Figure 1. Metal 2 (run 1).
Drawn at 6 px/um.
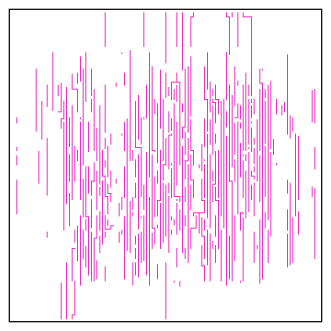
Figure 2. Met3 routing (run 1).
Drawn at 6 px/um. Cells faint in the background.
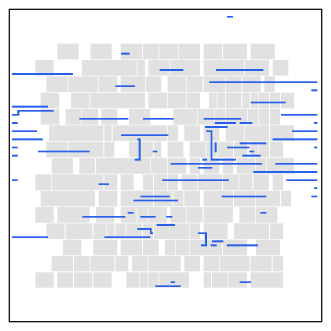
Figure 3. Clock routing (run 1).
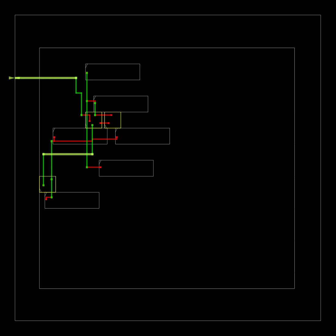
==> config.mk <==
export PLATFORM = sky130hd
export DESIGN_NAME = ctrl_mc
export DESIGN_NICKNAME = d
export VERILOG_FILES = /design/src/rtl/ctrl_pkg.sv /design/src/rtl/ctrl_mc.sv
export SDC_FILE = /design/constraint.sdc
export NUM_CORES = 1
export LEC_CHECK = 0
export CORE_MARGIN = 4
export CORE_UTILIZATION = 41
export DETAILED_ROUTE_END_ITERATION = 8
export GPL_TIMING_DRIVEN = 0
export PLACE_DENSITY_LB_ADDON = 0.15
export SLEW_MARGIN = 20
export SYNTH_ARGS = -nofsm -noshare
export SYNTH_HDL_FRONTEND = slang
export SYNTH_SLANG_ARGS = --single-unit
==> constraint.sdc <==
create_clock -name clk -period 1.6 [get_ports clk]
set_input_delay 0.24 -clock clk [delete_from_list [all_inputs] [get_ports clk]]
set_output_delay 0.24 -clock clk [all_outputs]
set_load 0.005 [all_outputs]
==> results.txt, run 1 <==
Update from the flow run.

The global route stage reports its total congestion overflow as 0. The time the final worst path needs with I/O delays and setup is 1.81 ns. Along the critical path, the tally of buffer and inverter instances is 3. Once layout is done, the placed cells without fillers occupy 1520 um^2. The wire length on met3 is 278 um. The area taken by multi-input combinational cells is reported as 718 um^2. After the first detailed-routing iteration, the DRC count stood at 58.

The yosys cell count is 100. Data arrives at the worst endpoint at 1.94 ns. The commonest cells after synthesis are 10 x sky130_fd_sc_hd__nor3_1, 8 x sky130_fd_sc_hd__nor2_1, 6 x sky130_fd_sc_hd__dfrtp_1, 6 x sky130_fd_sc_hd__nand2b_1, 6 x sky130_fd_sc_hd__o21ai_0. The count of final hold-check violations is 0. Entering global routing, the biggest net connects 11 pins.

The delay of the slowest critical-path stage is 0.42 ns. As logged by OpenROAD, the buffers inserted on ports number 34. Looking at area per cell type in the netlist, the leader is sky130_fd_sc_hd__dfrtp_1. The number of antenna violations at the first check in global routing is 0. Once routing completed, OpenROAD measured the worst setup slack at -0.214 ns. The most frequent cell on the critical path is sky130_fd_sc_hd__buf_4. The die boundary height is 51.8 um. In the detailed route, the total length drawn on met2 is 1770 um. The final standard cell count with taps included and fillers excluded is 190. The cell sitting at the root of the clock tree is a sky130_fd_sc_hd__clkbuf_4.

The class of the most critical setup path is reg -> reg. The family with the most delay on the worst path is AND-OR/OR-AND gates. The total iterations of the first detailed-routing run is 4. The overall fraction of global-route tracks in use is 0.240. The number of nets in the layout is 183. The post-synthesis register bit count is 6. The checks that failed: negative setup slack. The synthesized netlist net count is 116. Static timing analysis puts the maximum clock frequency at 0.551 GHz. The run finished, with violations left. The filler cell count in the final layout is 94. The first-pass GRT wire length is 4860 um. The most used flip-flop cell is sky130_fd_sc_hd__dfrtp_1. The wire length on met1 is 1350 um. In this run the top signal layer used is met4. The finished layout reports a core utilization of 0.861. The max-capacitance violation count is 0.

The Yosys warning count is 0. The latest clock arrival within the worst-skew pair is 0.24 ns. Looking at the gate-level netlist, the highest instance count belongs to sky130_fd_sc_hd__nor3_1.

In the finished design, the share of the clock period the worst path needs comes to 1.13. In the final layout, the share of cells above drive strength 1 is 0.533. The leakage power in the latest report is 0.000682 uW.

The width of the die is 51.8 um. Setup repair after global routing could not meet its margin everywhere. The placer's final routability congestion estimate is 0.829. Synthesis produced a netlist whose cell count is 100. The register with the most flip-flops in the layout has 4 of them. The critical path runs through a total of 8 cells. In this run the register-to-register setup slack is -0.21 ns. The DRC violation total left in the routed layout is recorded as 0.

The slew at the pin with the worst max-slew slack is 0.403 ns. The post-cts hold buffer count is 0. The CTS report gives the tree buffer count as 3. Looking at the clock tree report, the maximum root-to-sink buffer count equals 2. The type of the tightest min-delay check is in -> async. Per the synthesis report, the number of distinct cell types is 47. The critical path goes through buf_4, buf_4, nor2_4, buf_4, and3_1, a311oi_2, nand3_1, a31o_1. The largest voltage drop on the vdd net is 0.923 mV. The storage element area is 150 um^2. The kind of end point of the critical path is a flip-flop.

The number of I/O pins is 36. The largest fanout of any net on the critical path is 4. The sum of negative setup slack is -1.11 ns. TritonCTS built the clock tree. The worst register-to-register path has a depth of 8.

Looking at the worst setup and hold paths, the clock pins of their registers show a slew of 0.05 ns. The total placed cells including tap cells is 159. The portion of synthesized cell area occupied by the leading cell type is 0.191. The worst-case max-slew headroom was logged as 0.731. The number of levels the H-tree was split into is 1. The count of library flops with an enable pin is 0. The count of warning messages emitted by the tools is 28. By area the synthesized netlist is led by sky130_fd_sc_hd__dfrtp_1 19%, sky130_fd_sc_hd__nor3_1 6.4%, sky130_fd_sc_hd__nand2b_1 4.8%. The launching element type of the critical path is a flip-flop. The fraction of registers with async set or reset after synthesis is 1.00. The routed wirelength normalized by instance count is 19.0 um. Before CTS, the worst setup slack after placement is -0.736 ns. The data required time reported for the critical path is 1.72 ns. The number of endpoints failing setup at the final stage is 13.

Of the synthesized area, sequential elements account for 0.191. The total core area is 1760 um^2. The chip area in the Yosys report is 787 um^2.

The via count of the first global-routing pass is 1,104. Per the post-synthesis stats, the area per cell is 7.87 um^2.
-- Figure 1 (at the start) --
nets with wire on the layer: 171
wire length on this layer: 1,770 um
total vias in the final route: 1,161
Post-Route WL: 3610 um

-- Figure 2 (at the start) --
nets with wire on the layer: 53
main direction: horizontal
met3 Use GR: 0.0458

-- Figure 3 (at the start) --
count of clock-net buffers in the final layout: 3
number of clock sinks: 6
Max Clock Skew: 0.00111 ns
flip-flops: 6

[run 1: logic make-up (layout without fill, tap and decap cells)]
group | Yosys count | count (layout) | synth area share
AND-OR/OR-AND | 22 | 22 | 0.215
buffers and inverters | 12 | 77 | 0.0970
XOR/XNOR | 2 | 2 | 0.0223
AND/OR/NAND/NOR | 58 | 58 | 0.475
flip-flops | 6 | 6 | 0.191
[run 1: stage by stage]
step                      hold slack (ns)  total power (uW)
after floorplan                   -0.0556               966
after global placement              0.454              1540
after detailed placement            0.508              1560
after CTS                          0.0136              2150
after global routing               0.0389              2770
final                              0.0314              2620
[run 1: per-layer routing]
layer	track usage	up-vias
li1	-	507
met1	0.251	540
met2	0.456	89
met3	0.0458	25
met4	0.109	0
met5	0	-
[run 1: layout make-up]
cell class,instances,area share
tap,25,0.0206
multi-input combinational,82,0.473
sequential,6,0.0988
inverter,5,0.0124
clock buffer,3,0.0148
timing repair buffer,62,0.326
buffer,7,0.0544
[run 1: placed cells by master (no fill, tap or decap), drive strengths merged, types with 2 or more instances in the layout]
| cell | n |
|---|---|
| buf | 46 |
| nor3 | 11 |
| dlygate4sd2 | 10 |
| clkdlybuf4s50 | 9 |
| nor2 | 9 |
| o21ai | 7 |
| dfrtp | 6 |
| nand2b | 6 |
| inv | 5 |
| clkbuf | 5 |
| nand3 | 4 |
| or3 | 4 |
| nor4b | 4 |
| nand2 | 3 |
| nor2b | 2 |
| nand3b | 2 |
| o31a | 2 |
| o311ai | 2 |
| a21o | 2 |
| a21oi | 2 |
| and4 | 2 |
| and3 | 2 |
| nor3b | 2 |
[run 1: what timing repair did]
| action | in CTS | in global routing |
|---|---|---|
| buffers inserted | 18 | 11 |
| pin swaps | 12 | 11 |
| resized | 83 | 29 |
| endpoints found under the setup margin | 19 | 20 |
[run 1: where the power goes]
group / leakage, uW / switching, uW / internal (uW)
logic: 0.000595 / 1040 / 1170
clock network: 0.0000138 / 52.0 / 84.7
registers: 0.0000740 / 59.6 / 214
Figure 4. Supply network (run 1).
Drawn at 8 px/um. Pins as bars on the die edge. Tap cells in gray.
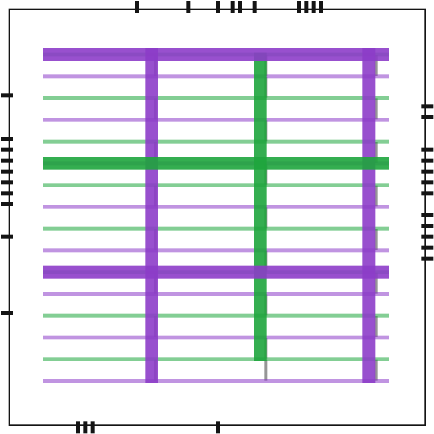

--- run 2 (diff from run 1) ---
Settings changed: CELL_PAD_IN_SITES_DETAIL_PLACEMENT set to 0, CELL_PAD_IN_SITES_GLOBAL_PLACEMENT set to 1, CORE_ASPECT_RATIO set to 0.9, CORE_UTILIZATION 41 to 28.
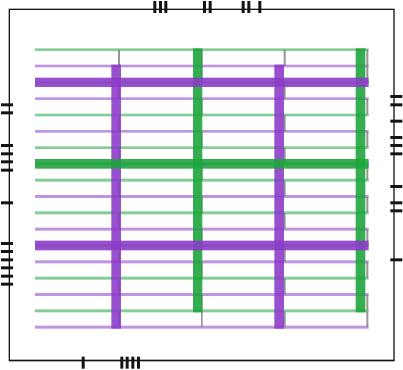
Figure 5: run 2, supply network.
Drawn at 6 px/um. Pins as bars on the die edge. Tap cells in gray.
| net | color |
|---|---|
| VDD | green |
| VSS | purple |
met5 straps: 3
rows: 17
IR Drop Worst-Case VDD: 0.835 mV
core region area: 2570 um^2

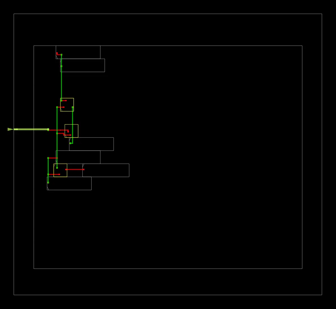
Figure 6: run 2, clock routing.
Max Clock Skew: 0.00177 ns
P_clk: 129 uW
worst skew pair latency: 0.23 ns

==> run 2 against run 1 <==
Net effect: the run still ends with negative setup slack left; critical path depth decreased by 3; combinational power decreased by 13%; sequential share of layout area increased by 0.30 points; clock skew increased by 0.00066 ns; via count decreased by 16%; wire length decreased by 25%; sequential power decreased by 3%; total power decreased by 12%; maximum frequency increased by 3.7%; clock power decreased by 6%; area after synthesis unchanged; critical path type is now reg -> out; critical endpoint is now pc_write.
==> results.txt, run 2 <==
Update from the flow run.

For met2 alone, demand over resource in global routing was 0.240. The completed layout was analyzed and its total power is 2320 uW. CTS reports a maximum clock tree buffer depth of 2. The minimum setup slack among reg-to-reg paths is -0.07 ns. Once synthesis finished, the tally of register bits stood at 6. The register with the most flip-flops in the layout has 4 of them. Hold repair after CTS inserted 0 buffers. The count of library flops with an enable pin is 0. The initial detailed-routing violation count is 17.

The width of the die is 63.9 um. After the last flow step, the layout net total stands at 173. The worst setup path is launched from a flip-flop. The number of endpoints failing setup at the final stage is 6. The share of synthesized area occupied by flip-flops and latches is 0.191. Setup repair after global routing could not meet its margin everywhere. The number of DRC violations after detailed routing is 0. The cell count after synthesis came out at 100. TritonCTS reports the number of clock sinks as 6. The number of antenna violations at the first check in global routing came to 0. The total leakage power is 0.000677 uW.

Looking at area per cell type in the netlist, the leader is sky130_fd_sc_hd__dfrtp_1. The overall overflow remaining after global route is 0. The count of input and output buffers is 34. Max fanout on the critical path was recorded as 4.

The checks that failed: negative setup slack. The library cell with the highest instance count after synthesis is sky130_fd_sc_hd__nor3_1. Across all checked pins, the minimum headroom to the slew limit is 0.740. The arrival time of data at the critical path endpoint is 1.51 ns. TritonCTS built the clock tree. The via count of the first global-routing pass is 982. The count of final hold-check violations is 0. After layout, the worst setup slack is -0.150 ns.

Of the cells placed in the final design, the portion with a size suffix greater than 1 is 0.523. The flow ran to the end, but the final reports show violations. The area fraction of the largest cell type after synthesis is 0.191. By area the synthesized netlist is led by sky130_fd_sc_hd__dfrtp_1 19%, sky130_fd_sc_hd__nor3_1 6.4%, sky130_fd_sc_hd__nand2b_1 4.8%.

The fraction of registers with async set or reset after synthesis is 1.00. The final layout report lists a filler cell count of 239. In the layout the commonest cells are 14 x sky130_fd_sc_hd__buf_4, 10 x sky130_fd_sc_hd__buf_2, 8 x sky130_fd_sc_hd__buf_6, 8 x sky130_fd_sc_hd__clkdlybuf4s50_1.

For the worst flop-to-flop path, the logic depth is 8. The worst setup path is captured at an output port. Entering global routing, the biggest net connects 11 pins. Among all flip-flop cells after synthesis, the most frequent one is sky130_fd_sc_hd__dfrtp_1. The number of levels the H-tree was split into is 1. The busiest layer in global routing is met2. The number of nets handed over by synthesis was 116. The met1 track demand over resource in global routing is 0.182.
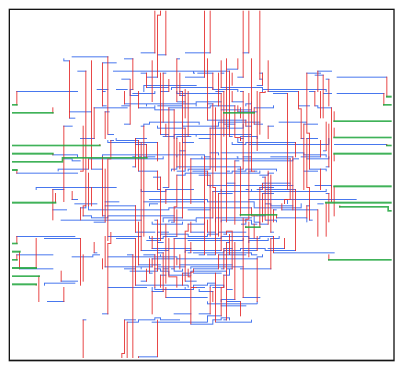
Figure 7: run 2, metal layers overlaid.
Drawn at 6 px/um.
| layer | color | wire length |
|---|---|---|
| M2 | red | 1,290 um |
| M1 | blue | 1,260 um |
| M3 | green | 158 um |
post-detailed-route wirelength per cell: 14.1 um
total vias in the final route: 972
total global routing track utilization: 0.139
Post-Route WL: 2710 um

[run 2: cell count changes in the layout (fill, tap and decap cells not counted), sizes merged]
cell / before / now
clkbuf: 5 / 8
dlygate4sd2: 10 / 7
clkdlybuf4s50: 9 / 8
dlymetal6s2s: 1 / 5
clkdlybuf4s15: 1 / 0
buf: 46 / 34
[run 2: critical path, cell delays in order (launching register included)]
cell                       delay [ns]
sky130_fd_sc_hd__dfrtp_1         0.42
sky130_fd_sc_hd__nand2b_4        0.16
sky130_fd_sc_hd__o31a_1          0.24
sky130_fd_sc_hd__or2_4           0.23
sky130_fd_sc_hd__a21oi_2         0.11
sky130_fd_sc_hd__buf_2           0.12
[run 2: metal layers]
metal,share of wire,routed length (um),vias to the layer above
li1,-,-,491
met2,0.48,1290,29
met3,0.058,158,0
met4,0,0,0
met1,0.47,1260,452
met5,0,0,-
[run 2: cell families after synthesis]
logic type | count (synthesis) | share of synthesized area
AND/OR/NAND/NOR | 58 | 0.475
AND-OR/OR-AND | 22 | 0.215
buffers and inverters | 12 | 0.0970
flip-flops | 6 | 0.191
XOR/XNOR | 2 | 0.0223
[run 2: final cells by class]
class	count	area (um^2)	area share
timing repair buffer	52	437	0.294
multi-input combinational	82	728	0.490
clock buffer	3	22.5	0.0152
tap	38	47.5	0.0320
buffer	7	81.3	0.0547
sequential	6	151	0.102
inverter	5	18.8	0.0126
[run 2: stage by stage]
step                cells  hold slack [ns]  setup WS (ns)  setup TNS (ns)
finish                193           0.0283         -0.150          -0.298
global route          193           0.0605         -0.194          -0.796
CTS                   188           0.0309         -0.216          -0.538
detailed placement    172            0.463         -0.718           -6.08
global placement      172            0.453         -0.715           -5.69
floorplan             100          -0.0556          0.118               0
[run 2: where the power goes]
group | internal [uW] | total [uW] | switching [uW]
clock | 84.2 | 129 | 44.9
sequential | 217 | 267 | 50.7
combinational | 1040 | 1920 | 880
[run 2: what timing repair did]
action | 4_1_cts | 5_1_grt
setup endpoints to repair | 21 | 18
gates resized | 78 | 37
buffers inserted | 13 | 6
pin swaps | 3 | 12
endpoints found under the hold margin | 0 | 0
Power figures rest on the tool's default switching activity, not on a simulated workload.
